**Cells colored by class**

Scale bar: 20 um.
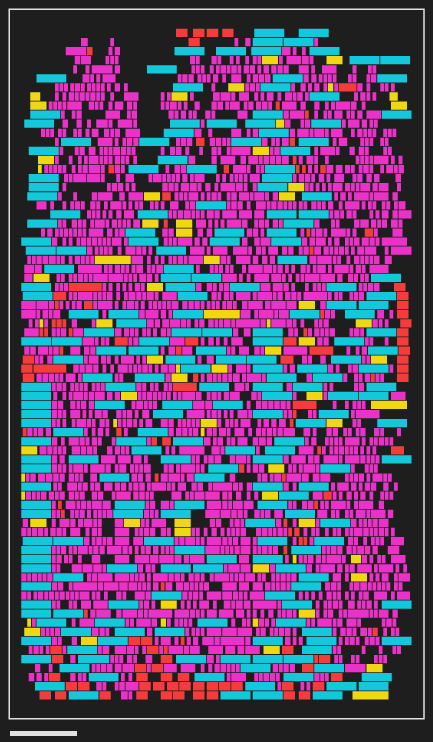
**PDN straps and rails**

Pins as bars on the die edge. Tap cells in gray.
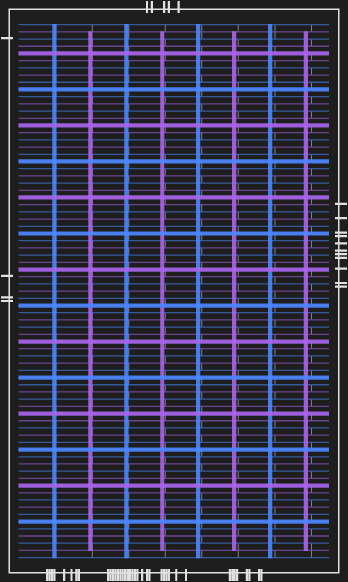
**Clock nets**

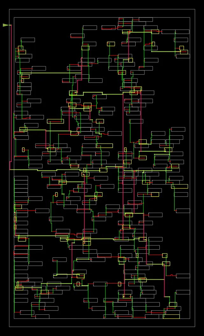
$ cat config.mk
export PLATFORM = sky130hd
export DESIGN_NAME = bg_mean_estimator
export DESIGN_NICKNAME = d
export VERILOG_FILES = /design/src/rtl/bg_mean_estimator_pkg.sv /design/src/rtl/bg_mean_estimator_seq_divider.sv /design/src/rtl/bg_mean_estimator.sv
export SDC_FILE = /design/constraint.sdc
export NUM_CORES = 1
export LEC_CHECK = 0
export ABC_AREA = 1
export CAP_MARGIN = 20
export CORE_ASPECT_RATIO = 1.75
export CORE_MARGIN = 3
export CORE_UTILIZATION = 69
export CTS_BUF_LIST = sky130_fd_sc_hd__clkbuf_8
export CTS_CLUSTER_DIAMETER = 40
export DETAILED_ROUTE_END_ITERATION = 10
export GPL_TIMING_DRIVEN = 0
export PLACE_DENSITY = 0.95
export SLEW_MARGIN = 20
export SYNTH_ARGS = -nofsm -noshare
export SYNTH_HDL_FRONTEND = slang
export SYNTH_HIERARCHICAL = 1
export SYNTH_SLANG_ARGS = --single-unit
export TNS_END_PERCENT = 10
$ cat constraint.sdc
create_clock -name Clk -period 10.2 [get_ports Clk]
set_input_delay 1.53 -clock Clk [delete_from_list [all_inputs] [get_ports Clk]]
set_output_delay 1.53 -clock Clk [all_outputs]
set_load 0.01 [all_outputs]
$ cat src/rtl/bg_mean_estimator_pkg.sv
// Shared definitions for the background mean estimator.
//   PIX_W       bits per colour channel
//   MAX_PIXELS  largest calibration set per estimate
//   CNT_W       pixel counter width (holds 0..MAX_PIXELS)
//   SUM_W       accumulator / dividend width
//   state_t     one-hot controller state
//   sat_pix()   clamps a quotient to the pixel range
package bg_pkg;

  localparam int PIX_W      = 8;
  localparam int MAX_PIXELS = 4096;
  localparam int CNT_W      = $clog2(MAX_PIXELS + 1);
  localparam int SUM_W      = PIX_W + CNT_W;

  typedef enum logic [3:0] {
    IDLE   = 4'b0001,
    ACCUM  = 4'b0010,
    DIVIDE = 4'b0100,
    DONE   = 4'b1000
  } state_t;

  // A rounded mean of PIX_W-bit samples always fits in PIX_W bits; the clamp
  // only guards against a corrupted accumulator.
  function automatic logic [PIX_W-1:0] sat_pix(input logic [SUM_W-1:0] q);
    if (|q[SUM_W-1:PIX_W]) return {PIX_W{1'b1}};
    return q[PIX_W-1:0];
  endfunction

endpackage

$ cat src/rtl/bg_mean_estimator_seq_divider.sv
// Restoring shift-subtract divider, one quotient bit per clock.
//   Clk, Reset  clock, asynchronous active-high reset
//   start       1-cycle pulse: load dividend and perform the first step
//   dividend    SUM_W-bit numerator (sampled on start only)
//   divisor     CNT_W-bit denominator, non-zero, held stable until done
//   quotient    result, valid when done is high
//   done        1-cycle pulse after the SUM_W-th step
module seq_divider #(
  parameter int SUM_W = 21,
  parameter int CNT_W = 13
) (
  input  logic             Clk,
  input  logic             Reset,
  input  logic             start,
  input  logic [SUM_W-1:0] dividend,
  input  logic [CNT_W-1:0] divisor,
  output logic [SUM_W-1:0] quotient,
  output logic             done
);

  localparam int STEP_W = $clog2(SUM_W + 1);

  // dq_q starts as the dividend and fills with quotient bits from the right
  // as dividend bits are shifted out on the left.
  logic [CNT_W-1:0]  rem_q, rem_in, rem_nxt;
  logic [SUM_W-1:0]  dq_q, dq_in, dq_nxt;
  logic [CNT_W:0]    trial;
  logic [STEP_W-1:0] steps_q;

  // The load cycle also performs step one, so exactly SUM_W clocks elapse.
  always_comb begin
    rem_in = start ? '0 : rem_q;
    dq_in  = start ? dividend : dq_q;
    trial  = {rem_in, dq_in[SUM_W-1]};
    if (trial >= {1'b0, divisor}) begin
      // Remainder stays below divisor, so the difference fits in CNT_W bits.
      rem_nxt = CNT_W'(trial - {1'b0, divisor});
      dq_nxt  = {dq_in[SUM_W-2:0], 1'b1};
    end else begin
      rem_nxt = trial[CNT_W-1:0];
      dq_nxt  = {dq_in[SUM_W-2:0], 1'b0};
    end
  end

  // NOTE: state registers use non-blocking assignments so every flop samples
  // pre-edge values regardless of block ordering.
  always_ff @(posedge Clk or posedge Reset) begin
    if (Reset) begin
      rem_q   <= '0;
      dq_q    <= '0;
      steps_q <= '0;
      done    <= 1'b0;
    end else if (start) begin
      rem_q   <= rem_nxt;
      dq_q    <= dq_nxt;
      steps_q <= STEP_W'(SUM_W - 1);
      done    <= 1'b0;
    end else if (steps_q != '0) begin
      rem_q   <= rem_nxt;
      dq_q    <= dq_nxt;
      steps_q <= steps_q - 1'b1;
      done    <= (steps_q == STEP_W'(1));
    end else begin
      done    <= 1'b0;
    end
  end

  assign quotient = dq_q;

endmodule

$ cat src/rtl/bg_mean_estimator.sv
// Background mean estimator: accumulates a calibration stream of RGB pixels
// and produces the rounded per-channel mean for the background-removal PE.
//   Clk, Reset            clock, asynchronous active-high reset
//   Start                 begin a new estimate (IDLE only)
//   pix_valid/pix_ready   pixel handshake; pix_r/g/b data, pix_last ends set
//   exp_red/green/blue    expected background colour, held until next result
//   exp_valid             result present, held until Ack
//   Ack                   consumer took the result (DONE only)
//   Busy                  accumulating or dividing
//   Overflow              sticky: set hit MAX_PIXELS without pix_last
module bg_mean_estimator
  import bg_pkg::*;
(
  input  logic             Clk,
  input  logic             Reset,
  input  logic             Start,
  input  logic             pix_valid,
  output logic             pix_ready,
  input  logic [PIX_W-1:0] pix_r,
  input  logic [PIX_W-1:0] pix_g,
  input  logic [PIX_W-1:0] pix_b,
  input  logic             pix_last,
  output logic [PIX_W-1:0] exp_red,
  output logic [PIX_W-1:0] exp_green,
  output logic [PIX_W-1:0] exp_blue,
  output logic             exp_valid,
  input  logic             Ack,
  output logic             Busy,
  output logic             Overflow
);

  state_t           state, state_nxt;
  logic [CNT_W-1:0] count, count_inc;
  logic [SUM_W-1:0] sum_r, sum_g, sum_b;
  logic             xfer, hit_max, end_of_set;
  logic             div_start;
  logic             done_r, done_g, done_b;
  logic [SUM_W-1:0] quo_r, quo_g, quo_b;
  logic [SUM_W-1:0] half_count;

  assign xfer       = pix_valid & pix_ready;
  assign count_inc  = count + 1'b1;
  assign hit_max    = (count_inc == CNT_W'(MAX_PIXELS));
  assign end_of_set = xfer & (pix_last | hit_max);
  // Adding count/2 before truncating division rounds to nearest.
  assign half_count = SUM_W'(count >> 1);

  always_ff @(posedge Clk or posedge Reset) begin
    if (Reset) state <= IDLE;
    else       state <= state_nxt;
  end

  // NOTE: every output of this block gets a default first so no path through
  // the case statement can leave a latch behind.
  always_comb begin
    state_nxt = state;
    pix_ready = 1'b0;
    exp_valid = 1'b0;
    Busy      = 1'b0;
    unique case (state)
      IDLE:   if (Start) state_nxt = ACCUM;
      ACCUM: begin
        pix_ready = 1'b1;
        Busy      = 1'b1;
        if (end_of_set) state_nxt = DIVIDE;
      end
      DIVIDE: begin
        Busy = 1'b1;
        if (done_r) state_nxt = DONE;
      end
      DONE: begin
        exp_valid = 1'b1;
        // Ack takes priority; a simultaneous Start is dropped.
        if (Ack) state_nxt = IDLE;
      end
      default: state_nxt = IDLE;
    endcase
  end

  always_ff @(posedge Clk or posedge Reset) begin
    if (Reset) begin
      count     <= '0;
      sum_r     <= '0;
      sum_g     <= '0;
      sum_b     <= '0;
      Overflow  <= 1'b0;
      div_start <= 1'b0;
      exp_red   <= '0;
      exp_green <= '0;
      exp_blue  <= '0;
    end else begin
      div_start <= 1'b0;
      if ((state == IDLE) && Start) begin
        count    <= '0;
        sum_r    <= '0;
        sum_g    <= '0;
        sum_b    <= '0;
        Overflow <= 1'b0;
      end
      if (xfer) begin
        count     <= count_inc;
        sum_r     <= sum_r + SUM_W'(pix_r);
        sum_g     <= sum_g + SUM_W'(pix_g);
        sum_b     <= sum_b + SUM_W'(pix_b);
        div_start <= end_of_set;
        if (hit_max && !pix_last) Overflow <= 1'b1;
      end
      // The three dividers run in lockstep; each channel latches on its own done.
      if (state == DIVIDE) begin
        if (done_r) exp_red   <= sat_pix(quo_r);
        if (done_g) exp_green <= sat_pix(quo_g);
        if (done_b) exp_blue  <= sat_pix(quo_b);
      end
    end
  end

  // Dividers start the cycle after the final transfer, when sums and count
  // already include the last pixel.
  seq_divider #(.SUM_W(SUM_W), .CNT_W(CNT_W)) u_div_r (
    .Clk(Clk), .Reset(Reset), .start(div_start),
    .dividend(sum_r + half_count), .divisor(count),
    .quotient(quo_r), .done(done_r)
  );

  seq_divider #(.SUM_W(SUM_W), .CNT_W(CNT_W)) u_div_g (
    .Clk(Clk), .Reset(Reset), .start(div_start),
    .dividend(sum_g + half_count), .divisor(count),
    .quotient(quo_g), .done(done_g)
  );

  seq_divider #(.SUM_W(SUM_W), .CNT_W(CNT_W)) u_div_b (
    .Clk(Clk), .Reset(Reset), .start(div_start),
    .dividend(sum_b + half_count), .divisor(count),
    .quotient(quo_b), .done(done_b)
  );

endmodule
==> impl_metrics.json <==
{
  "outcome": "complete, no violations",
  "skew_ns": 0.03397,
  "flops": 226,
  "clock.fmax_mhz": 206.3,
  "syn_area_per_cell_um2": 7.140,
  "maxSlewHeadroom": 0.2836,
  "postSynthSeqShare": 0.3373,
  "synth.distinct_cells": 67,
  "multiInputCombCellCount": 1741,
  "dominant_cells": "multi-input combinational cells",
  "largest_area_cell": "dfrtp_1",
  "hold_viol": 0,
  "wl_met1_mm": 16.91,
  "ys_area_um2": 16770,
  "ys_ff": 226,
  "power_mw": 5.179,
  "rsz0062_at_grt": "no",
  "cts.reportedPaths.clkPinSlew_ns": 0.07,
  "wl_mm": 50.39,
  "endpoint": "u_div_r/rem_q[12]$_DFFE_PP0P_",
  "top_area_frac": 0.3357,
  "comb-cell-share": 0.5122,
  "power_density_nw_per_um2": 277.5,
  "area_leaders": "dfrtp_1, nand2_1, ha_1",
  "drc": 0,
  "clkbuf_count": 46,
  "rows": 74,
  "vias": 16980,
  "ff2ff_setup_slack_ns": 5.35,
  "yosys_warnings": 6,
  "hold_class": "reg -> reg",
  "drv_slew": 0,
  "met2_length_mm": 24.89,
  "combGateArea_um2": 9558,
  "rr_startpoint": "count[1]$_DFFE_PP0P_",
  "post_cts_buffers": 0,
  "n_tap_cell": 304,
  "crit_top_cell": "nand2_1",
  "dp_cells": 2714,
  "register_area_um2": 5657,
  "setup_ws_ns": 5.353,
  "worst_pin_slew_ns": 1.075,
  "setup_viol": 0,
  "min_from": "u_div_g/rem_q[6]$_DFFE_PP0P_",
  "area_delta_synth_final_pct": 11.26,
  "fin_hold_ws_ns": 0.4800,
  "buffer_area_frac": 0.05451,
  "crit_family": "simple AND/OR/NAND/NOR gates",
  "avgViaCountPerCell": 6.106,
  "routed.top_layer": "met4",
  "grt_pass1_vias": 17370,
  "placed_area_um2": 17820,
  "antenna_found_initial": 1,
  "fp_nets": 2498,
  "htreeDepth": 2,
  "diodes": 0,
  "die_area_um2": 26290,
  "ios": 58,
  "sh_seq_area": 0.3031,
  "antenna_left": 0,
  "crit_required_ns": 10.68,
  "fp_util": 0.7104,
  "warning_count": 33,
  "clockRootBuffer": "clkbuf_8",
  "leakagePower_nw": 9.719,
  "reg2reg_to": "u_div_r/rem_q[12]$_DFFE_PP0P_",
  "numPortBuffers": 57,
  "cp_max_fo": 15,
  "worstSetupStartpoint": "count[1]$_DFFE_PP0P_",
  "fillCellCount": 1640,
  "setup_tns_ns": 0,
  "stdcell_count": 2781,
  "gp_congestion": 0.9757,
  "dr_wl_met3_mm": 4.002,
  "fin_util": 0.7904,
  "clockBufferDepth": 3,
  "cts_resized": 0,
  "worst-setup-path-type": "reg -> reg",
  "crit_path_max_incr_delay_ns": 0.75,
  "grt_max_degree": 60,
  "holdPathEnd": "u_div_g/rem_q[6]$_DFFE_PP0P_",
  "synth.cell_area_um2": 16770,
  "finalClockPeriodUsage": 0.4752,
  "synth_cells": 2349,
  "grt_overflow": 0,
  "drive_gt1_frac": 0.07832,
  "grt_usage": 0.3938,
  "crit_arrival_ns": 5.33,
  "fin_crit_ns": 4.847,
  "cp_num_buf_inv": 2,
  "clock_area_frac": 0.04492,
  "r2r_cells": 20,
  "drtIter0Drc": 1590,
  "holdPathStages": 2,
  "wl_per_cell_um": 18.12,
  "inverters_excl_clock": 318,
  "drv.max_cap_violation_count": 0,
  "crit_cells": 20,
  "final_cell_area_um2": 18660,
  "critPathCaptureType": "flip-flop",
  "dpl.hpwl_mm": 36.29,
  "firstDrtPassIters": 8,
  "ctsHoldBuffers": 0,
  "dp_slack_ns": 5.549,
  "yosys-stat-cells": 2349,
  "grt_pass1_wl_mm": 81.69,
  "buffers_excl_clock": 125,
  "cpMaxStageDelayCell": "dfrtp_1",
  "path_cells": "ha_1 > fa_1 > a31oi_1 > inv_1 > nand3_1 > nand4_1 > nand2_1 > xor2_1 > mux2i_1 > ha_1 > fa_1 > inv_1 > nand2_1 > nand3_1 > nand3_4 > nand3_4 > nand2_1 > o21ai_0 > nand2_1 > nand2_1",
  "nNetsFinal": 2599,
  "startpoint_type": "flip-flop",
  "cts_tree": "built"
}
Back to the opening pictures, 'cells colored by class':
Magenta is remaining logic cells, cells 2059, share of their area 59%. Yellow is clock drivers and dummy loads, cells 67, share of their area 4.6%. Red is remaining buffers and delay cells, cells 125, share of their area 5.6%. Cyan is registers, cells 226, share of their area 31%.

Back to the opening pictures, 'PDN straps and rails':
Blue is VSS. Purple is VDD.
58 signal pins sit on the boundary. 304 tap cells.
core area: 23610 um2
chip height: 212.3 um
Max IR drop VDD: 211.5 uV
Die X: 123.9 um

Back to the opening pictures, 'clock nets':
clock sink total: 226
cts bufs inserted: 38
Late-Pin Clk Latency: 0.58 ns

## layout by cell type (no fill, tap or decap), drive strengths merged, types with 12 or more instances in the layout
cell and count:
nand2 673, nor4 13, nor2 185, buf 35, o22ai 12, nor3 16, a21oi 129, nand4 34
dfrtp 225, clkdlybuf4s50 57, xnor2 12, clkbuf 79, nand3 222, ha 110, o21ai 200, a21o 13
inv 328, xor2 61
## synthesized netlist by cell type, drive strengths merged
master    n
nand2   673
inv     317
dfrtp   225
nand3   222
o21ai   200
nor2    185
a21oi   129
ha      110
xor2     61
nand4    34
clkbuf   33
buf      31
nor3     16
a21o     13
nor4     13
o22ai    12
xnor2    12
a31oi     9
fa        9
a22o      5
o21bai    4
a211oi    3
a311oi    3
mux2i     3
nand3b    3
o21a      3
o31ai     3
or2       3
a21boi    2
a32o      2
and2      2
mux2      2
a22oi     1
a31o      1
clkinv    1
dfstp     1
nor3b     1
o221ai    1
o31a      1
## power by group
part / total [mW] / switching (mW) / internal (mW)
clock: 0.913 / 0.400 / 0.513
combinational: 2.80 / 1.78 / 1.01
sequential: 1.47 / 0.245 / 1.22
## worst reg2reg max path: cells and delay by family, from the launching register on
kind	cells	cell delay (ns)
xor+xnor	1	0.16
fa+ha+maj	4	1.50
buf+inv	2	0.23
flops	1	0.75
simple gates	10	1.51
mux	1	0.12
compound gates	2	0.49
## logic make-up (layout without fill, tap and decap cells)
kind of cell,count (synthesis),in the layout,share of synthesized area
compound gates,392,392,0.1317
xor+xnor,73,73,0.03812
fa+ha+maj,119,119,0.09280
buf+inv,382,510,0.09288
flops,226,226,0.3373
mux,5,5,0.003357
simple gates,1152,1152,0.3038
## per-layer routing
layer / vias up / global-route usage
li1: 7851 / -
met1: 7867 / 0.4161
met2: 929 / 0.6688
met3: 335 / 0.07746
met4: 0 / 0.3140
met5: - / 0
Power figures rest on the tool's default switching activity, not on a simulated workload.
